==> config.mk <==
export PLATFORM = sky130hd
export DESIGN_NAME = iw_load_fsm_flat
export DESIGN_NICKNAME = d
export VERILOG_FILES = /design/src/rtl/iw_load_fsm_if.sv /design/src/rtl/iw_load_fsm.sv /design/src/flat_wrapper.sv
export SDC_FILE = /design/constraint.sdc
export NUM_CORES = 1
export LEC_CHECK = 0
export CORE_UTILIZATION = 35
export DETAILED_ROUTE_END_ITERATION = 8
export GPL_ROUTABILITY_DRIVEN = 0
export HOLD_SLACK_MARGIN = 0.02
export PLACE_DENSITY = 0.88
export SLEW_MARGIN = 20
export SYNTH_ARGS = -nofsm -noshare
export SYNTH_HDL_FRONTEND = slang
export SYNTH_SLANG_ARGS = --single-unit
==> constraint.sdc <==
create_clock -name clk -period 1.5 [get_ports clk]
set_input_delay 0.225 -clock clk [delete_from_list [all_inputs] [get_ports clk]]
set_output_delay 0.225 -clock clk [all_outputs]
set_load 0.02 [all_outputs]
Figure 1. The metal 1 layer.
Scale bar: 10 um. Supply wires on this layer in gray.
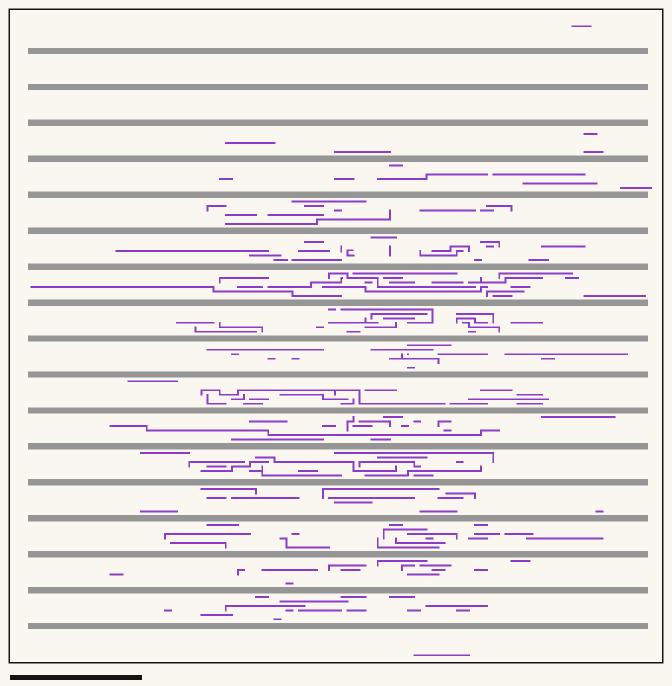
- longest straight run: 16.1 um
- nets with wire on the layer: 83
- main direction: horizontal
final wirelength: 1690 um
grt met1 use: 0.154
DR vias: 594

Figure 2. Metal 2.
Cells faint in the background.
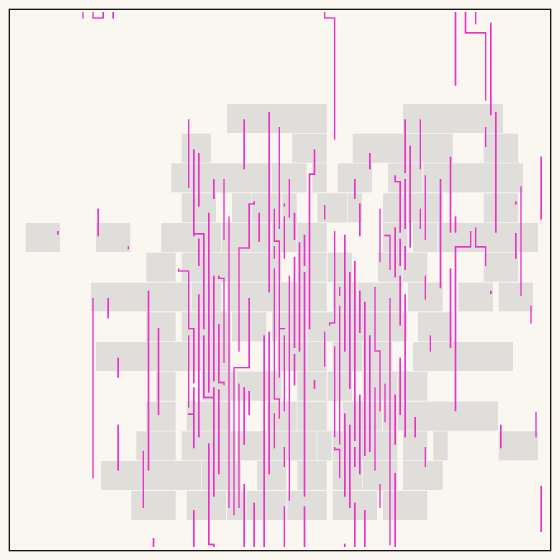
- nets with wire on the layer: 102
- main direction: vertical
routing usage on met2: 0.285

Figure 3. The metal 3 layer.
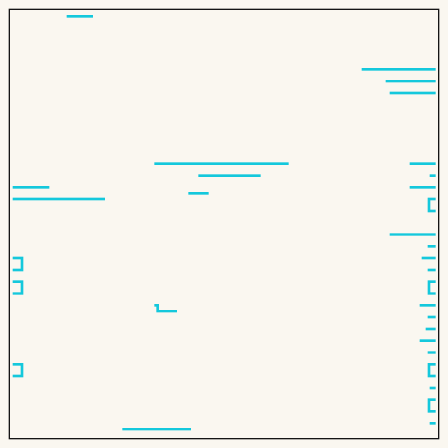
- nets with wire on the layer: 27
- longest straight run: 15.2 um
met3 Usage GRT: 0.0467

Figure 4. Routing congestion map.
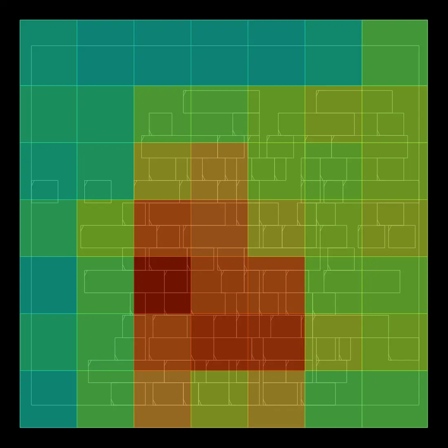
DR WL/cell: 13.9 um
Total GRT Usage: 0.161

Figure 5. Placement by cell class.
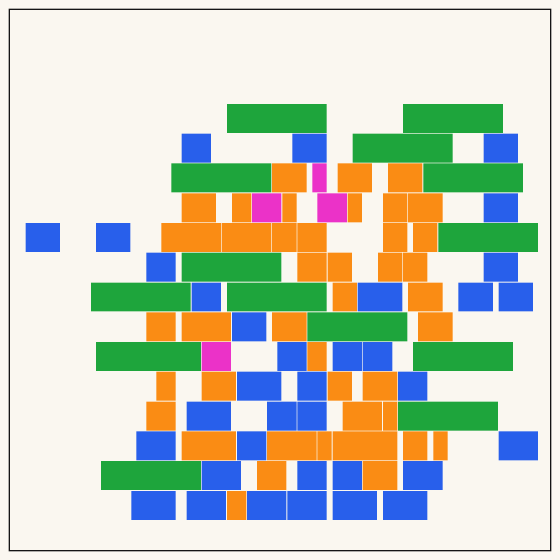
- orange: all other logic (cells 42; share of their area 32%)
- blue: other buffers and delay cells (cells 35; share of their area 31%)
- magenta: clock drivers and dummy loads (cells 4; share of their area 2.6%)
- green: flip-flops (cells 14; share of their area 34%)
sequential portion of the cell area: 0.334
Rows: 16
core region area: 0.00204 mm^2
Layout Utilization: 0.516
Finished Cell Area: 0.00105 mm^2

==> results.cfg <==
; synthesis and place-and-route metrics
[place]
port_buffers = 20
placed_area_um2 = 985
dp.final_hpwl_um = 1200
place_ws_ps = -601

[global_routing]
antenna_found_initial = 0
grt_pass1_wl_um = 2820
grt_pass1_vias = 624

[sta]
worst_slack_ps = -180
tns_ps = -568
clock_skew_ps = 4.88
finalCriticalPeriod_ps = 1680
tightest_slew_ps = 484
finalSetupViolCount = 4

[detailed_routing]
drcViolationCount = 0
wl_met3_um = 110
antenna_left = 0

[cells_and_area]
layout.non_clock_buffers = 35
comb_share = 0.308
bufAreaShareNonClock = 0.298
finalNetCount = 119
nNonClkInverters = 1
fill_cells = 182
clock_buffers = 4
diodes = 0
ff_latch_area_um2 = 352
final-clk-cell-share = 0.0249

[yosys]
yosysChipArea_um2 = 785
ys_top_cells_by_area = dfrtp_1 41%, buf_4 15%, xnor2_1 7.8%
synth.top_cell.area_share = 0.415
synth.logic.top_family = simple AND/OR/NAND/NOR gates
top_area_cell = dfrtp_1
ys_sh_simple = 0.193
yosys.area_share.adder = 0.0159
synthesis.area_um2 = 785
yosys_cells = 74
mux_area_frac = 0.0191
synth_nets = 97

[power_and_ir_drop]
p_sw_frac = 0.340
power-top-group = registers
clkPwrFrac = 0.183
power_density_mw_per_mm2 = 1150
share_seq_of_total_power = 0.410
p_clk_mw = 0.222

[clock_network]
cts.hold.buffers_added = 0
htreeDepth = 1
cts_tree = built
cts-root-buf = clkbuf_4
clk_pin_slew_ps = 90
insertion_delay_ps = 280

[outcome]
violations = negative setup slack
status = finished, violations left

[setup_path]
cp_data_required_time_ps = 1270
crit_type = reg2out
crit_fanout = 4
regToRegSetupSlack_ps = 70
reg2regPathDepth = 3
path_cells = buf_4 > nand2_2 > nor2_2 > and4b_1 > buf_6

[floorplanning]
die.size.y_um = 49.3
ios = 53

[run]
cap_violations = 0
==> Yosys cell counts <==
| library cell | instances |
|---|---|
| nor2b_1 | 1 |
| a21o_1 | 3 |
| buf_2 | 1 |
| inv_1 | 1 |
| nand2_1 | 4 |
| and4b_1 | 1 |
| a21oi_1 | 3 |
| nand4b_1 | 1 |
| buf_6 | 1 |
| xor2_1 | 1 |
| and4bb_2 | 1 |
| nor3b_1 | 2 |
| o22ai_1 | 1 |
| nand3b_1 | 1 |
| nor4b_1 | 1 |
| and2_1 | 1 |
| mux2_4 | 1 |
| nand4_1 | 4 |
| buf_4 | 16 |
| nor3_1 | 2 |
| xnor2_1 | 7 |
| and3_1 | 2 |
| nor2_1 | 2 |
| dfstp_2 | 1 |
| dfrtp_1 | 13 |
| ha_1 | 1 |
| nand2b_1 | 1 |
Power is estimated from default activity; no workload was simulated.
